==> images/closeup.png <==
Window x 30 to 60, y 0 to 30 µm. Cells in grey, sequential cells in the stronger grey; small squares are vias.
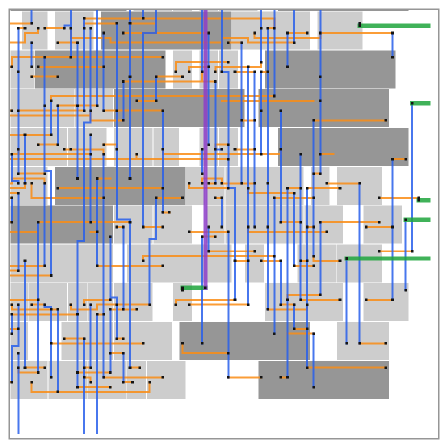
==> images/clock_nets.png <==
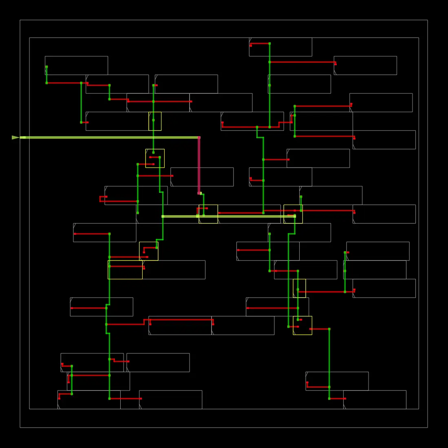
==> images/ff_map.png <==
Scale bar: 20 µm. Other sequential cells in the stronger grey, the rest of the logic in the fainter grey.
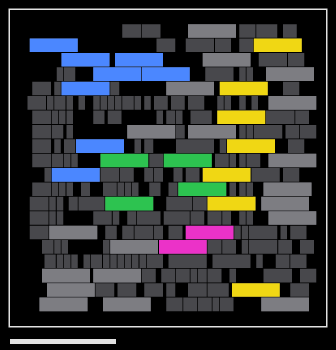
==> images/sizing.png <==
Scale bar: 20 µm.
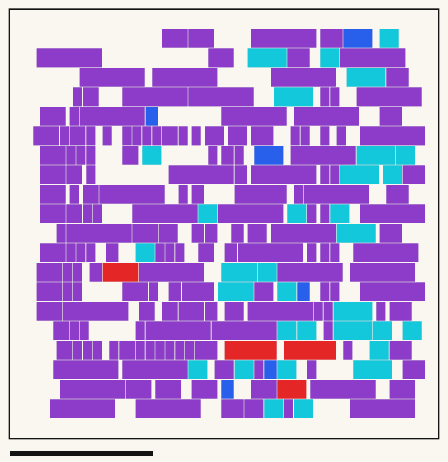
==> images/clock_wires.png <==
Scale bar: 20 µm.
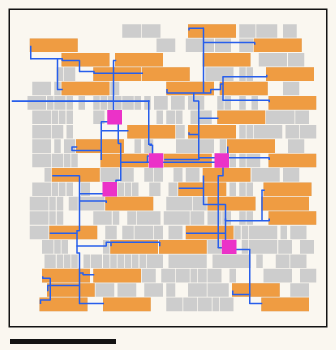
## config.mk

```make
export PLATFORM = sky130hd
export DESIGN_NAME = serial_add_ctrl_flat
export DESIGN_NICKNAME = d
export VERILOG_FILES = /design/src/rtl/serial_add_ctrl_if.sv /design/src/rtl/serial_add_ctrl.sv /design/src/flat_wrapper.sv
export SDC_FILE = /design/constraint.sdc
export NUM_CORES = 1
export LEC_CHECK = 0
export CAP_MARGIN = 40
export CORE_UTILIZATION = 53
export CTS_BUF_LIST = sky130_fd_sc_hd__clkbuf_4 sky130_fd_sc_hd__clkbuf_8
export CTS_CLUSTER_SIZE = 25
export DETAILED_ROUTE_END_ITERATION = 16
export PLACE_DENSITY = 0.89
export RECOVER_POWER = 25
export SLEW_MARGIN = 0
export SYNTH_ARGS = -nofsm -noshare
export SYNTH_HDL_FRONTEND = slang
export SYNTH_SLANG_ARGS = --single-unit
```

## constraint.sdc

```tcl
create_clock -name clk -period 1.9 [get_ports clk]
set_clock_uncertainty 0.2 [all_clocks]
set_input_delay 0.57 -clock clk [delete_from_list [all_inputs] [get_ports clk]]
set_output_delay 0.57 -clock clk [all_outputs]
set_load 0.005 [all_outputs]
```

## src/rtl/serial_add_ctrl_if.sv

```systemverilog
// Operand/result handshake bundle for the bit-serial adder controller.
// The requester drives the master side and the adder implements the slave side.
interface serial_add_ctrl_if #(
  parameter int WIDTH = 8
);
  logic             in_valid;
  logic             in_ready;
  logic [WIDTH-1:0] a;
  logic [WIDTH-1:0] b;
  logic             cin;
  logic             out_valid;
  logic             out_ready;
  logic [WIDTH-1:0] sum;
  logic             cout;
  logic             overflow;

  modport master (
    output in_valid, a, b, cin, out_ready,
    input  in_ready, out_valid, sum, cout, overflow
  );

  modport slave (
    input  in_valid, a, b, cin, out_ready,
    output in_ready, out_valid, sum, cout, overflow
  );
endinterface

```

## src/rtl/serial_add_ctrl.sv

```systemverilog
// Bit-serial adder: {cout,sum} = a + b + cin computed LSB first through a single
// full-adder cell, one bit per clock, with valid/ready handshakes on both sides.
module FA (
  input  logic a,
  input  logic b,
  input  logic c,
  output logic s,
  output logic c_out
);
  assign s     = a ^ b ^ c;
  assign c_out = (a & b) | (c & (a ^ b));
endmodule

module serial_add_ctrl #(
  parameter int WIDTH = 8
) (
  input  logic               clk,
  input  logic               rst_n,
  serial_add_ctrl_if.slave   bus
);
  localparam int CNT_W = $clog2(WIDTH) + 1;
  localparam logic [CNT_W-1:0] LAST_BIT = CNT_W'(WIDTH - 1);

  typedef enum logic [1:0] {
    IDLE = 2'd0,
    RUN  = 2'd1,
    DONE = 2'd2
  } state_t;

  state_t           state_q;
  state_t           state_d;
  logic             load;
  logic             step;
  logic             last;

  logic [CNT_W-1:0] cnt_q;
  logic             carry_q;
  logic [WIDTH-1:0] a_sh;
  logic [WIDTH-1:0] b_sh;
  logic [WIDTH-2:0] sum_sh;
  logic [WIDTH-1:0] sum_next;
  logic [WIDTH-1:0] sum_q;
  logic             cout_q;
  logic             ovf_q;
  logic             fa_s;
  logic             fa_c;

  FA fa_u (
    .a     (a_sh[0]),
    .b     (b_sh[0]),
    .c     (carry_q),
    .s     (fa_s),
    .c_out (fa_c)
  );

  // Partial sum bits accumulate from the top; the new bit lands in the MSB.
  assign sum_next = {fa_s, sum_sh};

  always_ff @(posedge clk or negedge rst_n) begin
    if (!rst_n) begin
      state_q <= IDLE;
    end else begin
      state_q <= state_d;
    end
  end

  always_comb begin
    state_d = state_q;
    load    = 1'b0;
    step    = 1'b0;
    last    = 1'b0;
    case (state_q)
      IDLE: begin
        if (bus.in_valid) begin
          load    = 1'b1;
          state_d = RUN;
        end
      end
      RUN: begin
        step = 1'b1;
        if (cnt_q == LAST_BIT) begin
          last    = 1'b1;
          state_d = DONE;
        end
      end
      DONE: begin
        if (bus.out_ready) begin
          state_d = IDLE;
        end
      end
      default: state_d = IDLE;
    endcase
  end

  always_ff @(posedge clk or negedge rst_n) begin
    if (!rst_n) begin
      cnt_q   <= '0;
      carry_q <= 1'b0;
      a_sh    <= '0;
      b_sh    <= '0;
      sum_sh  <= '0;
      sum_q   <= '0;
      cout_q  <= 1'b0;
      ovf_q   <= 1'b0;
    end else if (load) begin
      a_sh    <= bus.a;
      b_sh    <= bus.b;
      carry_q <= bus.cin;
      cnt_q   <= '0;
    end else if (step) begin
      a_sh    <= a_sh >> 1;
      b_sh    <= b_sh >> 1;
      sum_sh  <= sum_next[WIDTH-1:1];
      carry_q <= fa_c;
      cnt_q   <= cnt_q + CNT_W'(1);
      // Visible result only changes on DONE entry, so the previous one survives RUN.
      if (last) begin
        sum_q  <= sum_next;
        cout_q <= fa_c;
        ovf_q  <= carry_q ^ fa_c;
      end
    end
  end

  assign bus.in_ready  = (state_q == IDLE);
  assign bus.out_valid = (state_q == DONE);
  assign bus.sum       = sum_q;
  assign bus.cout      = cout_q;
  assign bus.overflow  = ovf_q;

endmodule

```

## src/flat_wrapper.sv

```systemverilog
// flat-port wrapper written by rule: the top's interface ports become plain ports
module serial_add_ctrl_flat 
#(
  parameter int WIDTH = 8
)
  (clk, rst_n, bus_in_valid, bus_a, bus_b, bus_cin, bus_out_ready, bus_in_ready, bus_out_valid, bus_sum, bus_cout, bus_overflow);
  serial_add_ctrl_if #(.WIDTH(WIDTH)) bus_i ();
  input  logic clk;
  input  logic rst_n;
  input wire logic [$bits(bus_i.in_valid)-1:0] bus_in_valid;
  input wire logic [$bits(bus_i.a)-1:0] bus_a;
  input wire logic [$bits(bus_i.b)-1:0] bus_b;
  input wire logic [$bits(bus_i.cin)-1:0] bus_cin;
  input wire logic [$bits(bus_i.out_ready)-1:0] bus_out_ready;
  output wire logic [$bits(bus_i.in_ready)-1:0] bus_in_ready;
  output wire logic [$bits(bus_i.out_valid)-1:0] bus_out_valid;
  output wire logic [$bits(bus_i.sum)-1:0] bus_sum;
  output wire logic [$bits(bus_i.cout)-1:0] bus_cout;
  output wire logic [$bits(bus_i.overflow)-1:0] bus_overflow;
  assign bus_i.in_valid = bus_in_valid;
  assign bus_i.a = bus_a;
  assign bus_i.b = bus_b;
  assign bus_i.cin = bus_cin;
  assign bus_i.out_ready = bus_out_ready;
  assign bus_in_ready = bus_i.in_ready;
  assign bus_out_valid = bus_i.out_valid;
  assign bus_sum = bus_i.sum;
  assign bus_cout = bus_i.cout;
  assign bus_overflow = bus_i.overflow;
  serial_add_ctrl #(.WIDTH(WIDTH)) u_core (.clk(clk), .rst_n(rst_n), .bus(bus_i));
endmodule
```

==> results.cfg <==
; generated from flow reports
[layout]
drive_gt1_frac = 0.191
lay_top_cells = 55 x nand2_1, 40 x dfrtp_1, 19 x clkdlybuf4s50_1, 16 x buf_4, 13 x nor2_1
finalNetCount = 242
fin_cells = 264
n_all_inverters = 1

[floorplanning]
fp-row-count = 20
die_h_um = 59.7
dieArea_mm2 = 0.00357
fp.dieW_um = 59.7
taps = 44
initCoreUtil = 0.569
coreArea_mm2 = 0.00310

[sta]
slew_headroom = 0.359
final_max_slew_viol_count = 0
tightestPinTransition_ps = 961
clock.fmax_mhz = 518
setup-violations-final = 1
post-route-period-util = 1.02
setup_ws_ps = -32.0

[place]
pre_cts_slack_ps = -217
gp_congestion = 0.719
placed_area_mm2 = 0.00214
portBuffers = 32

[synth]
ys_seq_elements = 40
ys_top_cells_by_area = dfrtp_1 57%, nand2_1 12%, mux2_4 7.7%
synth_chip_area_mm2 = 0.00177
async_flop_share = 1.00
yosys_warnings = 0
synth_cells = 170
synthDistinctLibCells = 30
synth.cellmix.adderShare = 0.0184
ff_type = dfrtp_1
topCombFamilyByArea = simple AND/OR/NAND/NOR gates
avgSynthCellArea_um2 = 10.4
yosysTopAreaCell = dfrtp_1
yosys.area_share.simple = 0.210
synth_seq_share = 0.567
synthAoiAreaFrac = 0.0680
fp_nets = 193

[route]
drtIter0Drc = 47
routed_wl_um = 3680
drt-met1-wl_um = 1560
routedWlPerCell_um = 14.0
drc_errors = 0
vias = 1386
dr.pass1.iters = 4
ant_nets = 0
top_layer_used = met4

[setup_path]
crit_path_start = u_core.state_q[0]$_DFFE_PN0P_
slowest_stage = dfrtp_1
reg2reg_slack_ps = 50
worstSetupPathDepth = 3
path_class = reg2out
regToRegStartpoint = u_core.state_q[0]$_DFFE_PN0P_
critPathMaxFanout = 2
critPathMaxStageDelay_ps = 410
end_kind = output port
crit_end = bus_out_valid
cp_num_buf_inv = 2
cp.required_ps = 1130
timing.rr.end = u_core.bus.cout$_DFFE_PN0P_
cp-start-kind = flop
cp.arrival_ps = 1160

[clock_network]
cts_tree = built
clk_pin_slew_ps = 120
cts_sinks = 40
clockBufferDepth = 2
cts_max_level = 2
post_cts_buffers = 12

[global_routing]
gr-usage-met1 = 0.260
antenna_found_initial = 0
grtUsageMet3 = 0.0455
track_usage = 0.222
grtUsageMet2 = 0.400

[worst_hold_path]
hold_class = reg2reg

[run_status]
violations = negative setup slack
status = finished, violations left

[power]
power_uw = 3580
seqPwrFrac = 0.428
internal_power_uw = 2290
p_sw_frac = 0.360
peakVddDrop_mv = 0.633
power.density_mw_per_mm2 = 1560

[run]
cap_viol_max_count = 0
tool_warnings = 28
Notes on closeup.png above:
colour	layer
blue	M2
green	M3
orange	M1
purple	M4
sequential cells in the window	10
cells with their middle in the window	59
most frequent	nand2_1 (10), buf_4 (10), dfrtp_1 (10)
netlist names of flops here include	`u_core.bus.sum` (4), `u_core.sum_sh` (3), `u_core.state_q` (2)

Notes on clock_nets.png above:
# clk buffers: 6
CTS Buf Count: 5
Flop Count: 40
clock-net power: 441 µW

Notes on ff_map.png above:
colour	name in the netlist	placed flops
yellow	`u_core.sum_sh`	7
magenta	`u_core.state_q`	2
blue	`u_core.b_sh`	8
green	`u_core.cnt_q`	4
sequential cell area share: 0.435
Final Core Density: 0.741
sequential power: 1530 µW
FF/Latch Area: 0.00100 mm²

Notes on sizing.png above:
colour	size	cells	share
purple	x1 and smaller	178	81%
cyan	x3 and x4	32	15%
blue	x2	6	2.7%
red	x6 and larger	4	1.8%
Buffers, non-clock: 52
final setup margin: -32.0 ps
Final Instance Area: 0.00230 mm²
Area Overhead vs Synth: 30.3%

Notes on clock_wires.png above:
[blue] clock wires | length: 415 µm
[magenta] clock-net drivers | count: 5
[orange] flip-flops | count: 40
routed clock nets	6
clk ins delay skew pair: 330 ps
power share of the clock group: 0.123

power groups by stage:
stage / Combinational, µW / Clock [µW] / Sequential [µW]
2_1_floorplan: 988 / 0 / 1490
3_3_place_gp: 1410 / 0 / 1510
3_5_place_dp: 1480 / 0 / 1540
4_1_cts: 1570 / 449 / 1510
5_1_grt: 1800 / 494 / 1580
6_report: 1610 / 441 / 1530
synth_stat cells (2+ instances only):
cell type / n
dfrtp_1: 40
o21ai_0: 2
a22oi_1: 3
clkbuf_1: 3
buf_2: 5
nand2_1: 55
nand3_1: 8
a31oi_1: 12
nor2_1: 13
mux2_4: 9
logic make-up after synthesis:
logic type                 Yosys count
and+or+nand+nor                     85
DFF                                 40
AOI/OAI and AO/OA                   19
buffers and inverters               12
muxes                               11
adders and majority gates            2
xor gates and xnor gates             1
how the worst min path moves through the flow:
| stage | startpoint | to | cells past startpoint |
|---|---|---|---|
| floorplan | rst_n | u_core.a_sh[0]$_DFFE_PN0P_ | 0 |
| global placement | u_core.sum_sh[0]$_DFFE_PN0P_ | u_core.sum_sh[0]$_DFFE_PN0P_ | 2 |
| detailed placement | u_core.sum_sh[0]$_DFFE_PN0P_ | u_core.sum_sh[0]$_DFFE_PN0P_ | 2 |
| CTS | u_core.sum_sh[0]$_DFFE_PN0P_ | u_core.sum_sh[0]$_DFFE_PN0P_ | 2 |
| global route | u_core.bus.overflow$_DFFE_PN0P_ | u_core.bus.overflow$_DFFE_PN0P_ | 1 |
| finish | u_core.sum_sh[0]$_DFFE_PN0P_ | u_core.sum_sh[0]$_DFFE_PN0P_ | 2 |
worst reg2reg max path: stages (launching register included):
cell,delay [ps]
dfrtp_1,380
buf_6,100
buf_4,100
buf_4,110
nor2b_4,170
and4b_4,340
mux2_2,350
Power and IR drop assume default switching activity.
